### PDN straps and rails, run 1

(4 px per um) Pins as bars on the die edge. Tap cells in grey.
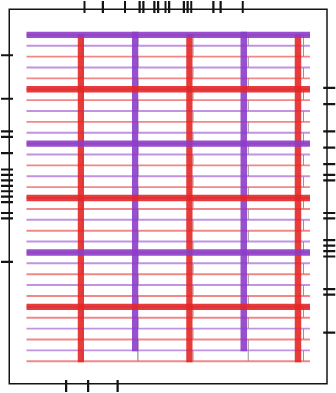
### Cells coloured by class, run 1

(4 px per um) Fill, decap, tap and diode cells in grey.
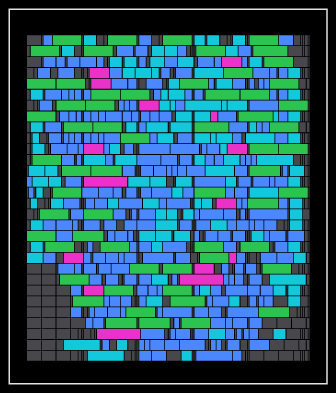
### Clock network drawn from the DEF, run 1

(4 px per um)
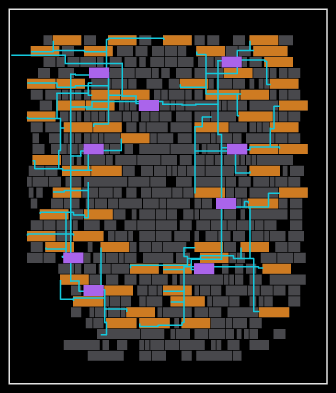
### Routed metal, one colour a layer, run 1

(4 px per um)
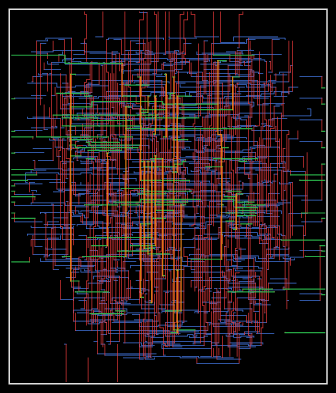
Design boot_loader, sky130hd; sources not shown.
==> Changelog: implementation, run 1 <==
### Implementation results

* Result of the run: finished, violations left
* Failing checks: negative setup slack
* Total stage count of the critical path at 6
* Post-route ant nets at 0
* Flops & latches, synth at 60
* Flop area at 0.001231 mm^2
* Placed instance count at 466
* Sort of element at the start of the critical path: flop
* Top cells by area, synth: dfxtp_1, nand2_1, a21oi_1
* Largest net degree at the start of global routing at 11
* Sinks on the clock net at approximately 60
* Nature of the critical path endpoint: flop
* Adder and majority gate portion of the synthesized area at 1.231%
* Largest driver fanout on the critical path at 2
* Register-to-register setup slack at -80 ps
* Maximum level of the CTS H-tree at 3
* Simple-gate area share of the yosys netlist at about a quarter
* Leakage power at 1.917 nW
* Power spent charging and discharging nets at ~0.64 mW
* Tally of non-filler cells in the final layout at 520
* Synth Area in Compound Gates at ~16%
* DRC at 0
* Remaining global-route overflow at 0
* Final worst-path setup slack at -83.65 ps
* Dominant cell type by area after synthesis: dfxtp_1
* Clock tree from TritonCTS: done
* Min Clock Period, post-route at 1884 ps
* CP top delay family: simple AND/OR/NAND/NOR gates
* Sequential cell fraction of total power at 44.6%
* Buffer cell driving the clock tree root: clkbuf_8
* Number of cells traversed by the worst hold path at 3
* Worst Hold Slack at 210.0 ps
* Hold-fix buffers at CTS at 0
* Via count at a little over 3,000
* Commonest cells in the synthesized netlist: nand2_1, dfxtp_1, a21oi_1
* Per-instance average area after synthesis at 8.227 um^2
* Clk slew on worst S/H paths at 70 ps
* Slew Viols, Final at 0
* Main logic family: simple AND/OR/NAND/NOR gates
* Area share of the largest cell type after synthesis at 42.20%
* Worst slew margin relative to its limit at 51.08%
* Internal cell power at 2.318 mW
* Routability cong. at 0.8766
* Aggregate negative setup slack at -165.3 ps
* Area enclosed by the die boundary at 0.007370 mm^2
* Xor/xnor share at about 6.5%
* Period Utilization, post-route at 104.6%
* Final setup viols at 2
* Category of the most critical setup path: reg2reg
* Total standard cell area after synthesis at approximately 0.0028 mm^2
* Max Cap Viol at 0
* Ys flop type: dfxtp_1
* Sequential element share of the synthesized area at 42.20%
* Sw frac at 21.71%
* WL/cell at 20.34 um
* First-pass iteration count of the detailed router at 5
* Cell with the largest stage delay on the worst path: or4_4
* Fill count at 337
* Data arrival time of the critical path at 2100 ps
* Count of library flops with an enable pin at 0
* Fraction of layout cells with a size suffix above 1 at 45.68%
* Inserted Diodes at 0
* Maximum single-stage delay on the critical path at 480 ps
* Iteration-0 DRC count of the detailed router at 248
* Placed wire-length estimate at approximately 5100 um
Back to the opening pictures, 'PDN straps and rails':
Purple shows VDD. Red shows VSS.
6 straps on met5. 31 met1 rails follow the rows. 49 signal pins sit on the boundary. The core has 30 rows.
y dimension of the die: 93.25 um
peak ir drop on the vdd network: 420.8 uV
width of the die: 79.04 um
floorplan core area: 0.005781 mm^2

Back to the opening pictures, 'Cells coloured by class':
Magenta shows clock drivers and dummy loads, cells 15. Cyan shows other buffers and delay cells, cells 105. Blue shows all other logic, cells 260. Green shows flops, cells 60.
Post-Route Utilization: 81.39%
final design instance area without fill: 0.004705 mm^2
std cell rows: 30
fraction of area in registers: 26.17%

Back to the opening pictures, 'Clock network drawn from the DEF':
Orange shows flip-flops, count 60. Purple shows cells driving clock nets, count 9. Cyan shows clock wires, length 792 um.
Position of the flops: widely spread.
clock power share: 50.4%
Insertion Delay late pin: 350 ps
Worst Skew: 8.645 ps
power consumed by the clock network: 1.49 mW

Back to the opening pictures, 'Routed metal, one colour a layer':
Orange shows met4, wire length 516 um. Green shows met3, wire length 731 um. Red shows met2, wire length 5,280 um. Blue shows met1, wire length 4,050 um.
Total Routing Usage GR: 23.17%
Post-Route WL: 10,580 um

==> run 1: per-layer routing <==
metal / wire length (um) / vias up / track usage (%)
met3: 731 / 54 / 5.106
met2: 5275 / 187 / 38.97
li1: - / 1360 / -
met4: 516 / 0 / 9.456
met1: 4052 / 1461 / 28.49
met5: 0 / - / 0
==> run 1: power groups by stage <==
stage                     clock network [mW]  registers [mW]  logic (mW)
after global placement                     0            1.36       0.108
after detailed placement                   0            1.36       0.109
after floorplan                            0            1.36      0.0748
final                                   1.49            1.32       0.148
after CTS                               1.49            1.32       0.118
after global routing                    1.56            1.32       0.153
==> run 1: worst min-delay path, delay by kind of cell <==
kind | cells | cell delay [ps]
simple gates | 1 | 60
compound gates | 1 | 50
buf+inv | 1 | 130
==> run 1: logic make-up (layout without fill, tap and decap cells) <==
| logic type | Yosys count | in the layout |
|---|---|---|
| multiplexers | 8 | 8 |
| XOR/XNOR | 21 | 21 |
| buffers and inverters | 33 | 126 |
| AND-OR/OR-AND | 78 | 78 |
| adder cells (fa/ha/maj) | 3 | 3 |
| AND/OR/NAND/NOR | 143 | 144 |
| flip-flops | 60 | 60 |
==> run 1: cell type report <==
cell class | count | share of cell area, %
inverters | 6 | 0.9043
repair buffers | 78 | 15.88
flip-flops and latches | 60 | 26.17
plain buffers | 27 | 6.995
clock buffers | 10 | 2.926
well taps | 80 | 2.128
clock inverters | 5 | 2.128
multi-input cells | 254 | 42.87
==> run 1: cells in the final DEF, fill, tap and decap left out, types with 9 or more instances in the layout <==
master	netlist	final
dfxtp_2	0	9
o21ai_0	10	10
xor2_1	16	16
nand3b_1	10	10
a21oi_2	1	22
dfxtp_1	60	46
nand2_1	65	26
buf_4	0	17
nand2_2	0	14
nand2_4	1	24
nor2_1	33	28
clkbuf_8	2	11
buf_6	1	23
a21oi_1	45	22
dlygate4sd2_1	0	34
==> run 1: stage by stage <==
step	instance area, um^2	setup WS (ps)	power [mW]	util (%)
after floorplan	2953	109.7	1.432	-
after global placement	3453	-510.7	1.466	59.74
after detailed placement	3453	-558.8	1.466	59.74
after CTS	4019	-39.94	2.930	69.52
after global routing	4705	-197.5	3.030	81.39
final	4705	-83.65	2.960	81.39
==> run 1: repair_timing <==
action	CTS	global route
setup buffers	17	17
endpoints found under the setup margin	97	60
cloned	2	3
pin swaps	19	77
resized	114	155
--- run 2 (diff from run 1) ---
- CAP_MARGIN: default -> 20
### PDN straps and rails, run 2

(4 px per um) Pins as bars on the die edge. Tap cells in grey.
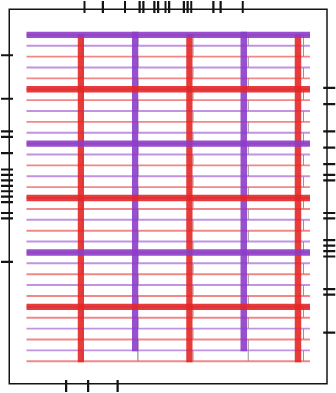

### Routed metal, one colour a layer, run 2

(4 px per um)
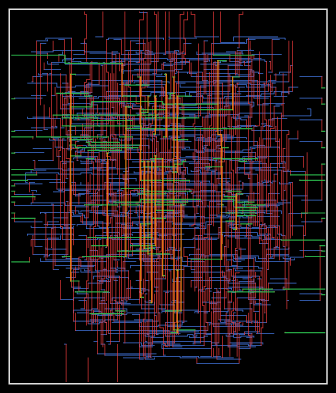
via count: 3,062
WL/cell: 20.34 um

### Cells coloured by class, run 2

(4 px per um) Fill, decap, tap and diode cells in grey.
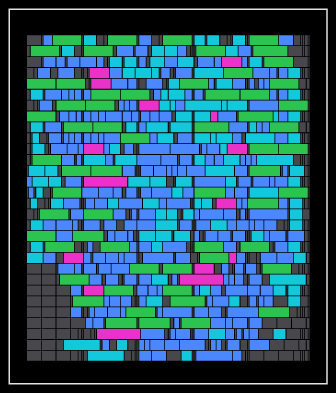
Magenta shows clock drivers and dummy loads, cells 15. Cyan shows other buffers and delay cells, cells 105. Blue shows all other logic, cells 260. Green shows flops, cells 60.

==> run 2 against run 1 <==
The run still ends with negative setup slack left. Worst hold slack is the same. Largest power group unchanged. Critical path depth is the same. Count of clock-buffer cells in the layout stayed put. Critical path type unchanged. Highest routed layer unchanged. Synthesized cell count unchanged. Routed wire length is the same. Flip-flop count unchanged.
==> Changelog: implementation, run 2 <==
### Implementation results

* Main logic family: simple AND/OR/NAND/NOR gates (unchanged)
* Commonest non-fill, non-tap cell in the layout: dfxtp_1 (unchanged)
* Leakage power at 1.917 nW (unchanged)
* Placed instance count at 466 (unchanged)
* Fraction of layout cells with a size suffix above 1 at 45.68% (unchanged)
* Insertion Delay late pin at 350 ps (about the same)
* Port Buffer Count at 40 (unchanged)
* Clk slew on worst S/H paths at 70 ps (about the same)
* Sequential element share of the synthesized area at 42.20% (unchanged)
* Aggregate negative setup slack at -165.3 ps (unchanged)
* Post-Route Utilization at 81.39% (unchanged)
* Largest driver fanout on the critical path at 2 (unchanged)
* Synth Area in Compound Gates at 16.00% (unchanged)
* Iteration-0 DRC count of the detailed router at 248 (unchanged)
* Slew Viols, Final at 0 (unchanged)
* Total standard cell area after synthesis at 0.002846 mm^2 (unchanged)
* Clock tree from TritonCTS: done (unchanged)
* Final setup viols at 2 (unchanged)
* Y dimension of the die at 93.25 um (unchanged)
* Width of the die at 79.04 um (unchanged)
* Peak ir drop on the vdd network at 420.8 uV (unchanged)
* Worst Skew at 8.645 ps (unchanged)
* Floorplan core area at 0.005781 mm^2 (unchanged)
* Tally of non-filler cells in the final layout at 520 (unchanged)
* Std cell rows at 30 (unchanged)
* Flip-flop count of the largest register after layout at 16 (unchanged)
* Buffer cell driving the clock tree root: clkbuf_8 (unchanged)
* Hold-fix buffers at CTS at 0 (unchanged)
* Nature of the critical path endpoint: flop (unchanged)
* Max Cap Viol at 0 (unchanged)
* Hold Violations, Final at 0 (unchanged)
* Total Routing Usage GR at 23.17% (unchanged)
* Top cells by area, synth: dfxtp_1, nand2_1, a21oi_1 (unchanged)
* Routability cong. at 0.8766 (unchanged)
* Inserted Diodes at 0 (unchanged)
* Maximum level of the CTS H-tree at 3 (unchanged)
* First-pass iteration count of the detailed router at 5 (unchanged)
* Failing checks: negative setup slack (unchanged)
* Result of the run: finished, violations left (unchanged)
* Per-instance average area after synthesis at 8.227 um^2 (unchanged)
* Ys flop type: dfxtp_1 (unchanged)
* Min Clock Period, post-route at 1884 ps (unchanged)
* Number of antenna violations at the first check in global routing at 0 (unchanged)
* Fill count at 337 (unchanged)
* Category of the most critical setup path: reg2reg (unchanged)
* Count of library flops with an enable pin at 0 (unchanged)
* Simple-gate area share of the yosys netlist at 25.05% (unchanged)
* Sort of element at the start of the critical path: flop (unchanged)
* Top Layout Cells: dfxtp_1, dlygate4sd2_1, nor2_1 (unchanged)
* Worst slew margin relative to its limit at 51.08% (unchanged)
* Area enclosed by the die boundary at 0.007370 mm^2 (unchanged)
* DRC at 0 (unchanged)
* Post-Route WL at 10,580 um (unchanged)
* Placed wire-length estimate at 5064 um (unchanged)
* Number of cells traversed by the worst hold path at 3 (unchanged)
* Largest net degree at the start of global routing at 11 (unchanged)
* Transition time of the tightest slew-check pin at 733.8 ps (unchanged)
* Area share of the largest cell type after synthesis at 42.20% (unchanged)
* Flops & latches, synth at 60 (unchanged)
* Xor/xnor share at 6.462% (unchanged)
* Register-to-register setup slack at -80 ps (about the same)
* Period Utilization, post-route at 104.6% (unchanged)
* Number of buffers inserted during clock tree synthesis at 9 (unchanged)
* Post-route ant nets at 0 (unchanged)
* Data arrival time of the critical path at 2100 ps (about the same)
* Sinks on the clock net at 60 (unchanged)
* Final worst-path setup slack at -83.65 ps (unchanged)
* Remaining global-route overflow at 0 (unchanged)
## run 2: cell families after synthesis
kind of cell,after synthesis
DFF,60
AOI/OAI and AO/OA,78
muxes,8
and+or+nand+nor,143
buffers and inverters,33
xor gates and xnor gates,21
adders and majority gates,3
## run 2: timing repair
item / CTS / global route
cloned: 2 / 3
pin swaps: 19 / 77
gates resized: 114 / 155
endpoints found under the setup margin: 97 / 60
setup buffers: 17 / 17
## run 2: where the power goes
part | internal, mW | leakage [nW] | switching, mW
sequential | 1.32 | 0.492 | 0.000349
clock | 0.945 | 0.122 | 0.548
combinational | 0.0531 | 1.30 | 0.0946
total | 2.32 | 1.92 | 0.643
## run 2: worst max-delay path, cell delays in order, from the launching register on
cell       delay [ps]
dfxtp_2           320
buf_6             110
or2_1             230
or4_4             480
a221oi_2          230
nand4_1           200
o2bb2ai_1         190
## run 2: area by class of cell
cell class | instances | area, um^2 | share of cell area [%]
flip-flops and latches | 60 | 1231 | 26.17
inverters | 6 | 42.54 | 0.9043
repair buffers | 78 | 747.0 | 15.88
clock buffers | 10 | 137.6 | 2.926
well taps | 80 | 100.1 | 2.128
clock inverters | 5 | 100.1 | 2.128
plain buffers | 27 | 329.1 | 6.995
multi-input cells | 254 | 2017 | 42.87
## run 2: layer usage
| layer | part of all wire [%] | wire (um) | GRT usage [%] | vias to the layer above |
|---|---|---|---|---|
| met1 | 38 | 4052 | 28.49 | 1461 |
| met4 | 4.9 | 516 | 9.456 | 0 |
| li1 | - | - | - | 1360 |
| met5 | 0 | 0 | 0 | - |
| met2 | 50 | 5275 | 38.97 | 187 |
| met3 | 6.9 | 731 | 5.106 | 54 |
## run 2: metrics by stage
| step | hold WS (ps) | area, um^2 | setup slack, ps | power, mW |
|---|---|---|---|---|
| after floorplan | 428.4 | 2953 | 109.7 | 1.432 |
| after global placement | 439.5 | 3453 | -510.7 | 1.466 |
| after detailed placement | 444.5 | 3453 | -558.8 | 1.466 |
| after CTS | 197.0 | 4019 | -39.94 | 2.930 |
| after global routing | 212.0 | 4705 | -197.5 | 3.030 |
| final | 210.0 | 4705 | -83.65 | 2.960 |
No activity file was given, so power comes from the tool's default toggle rates.
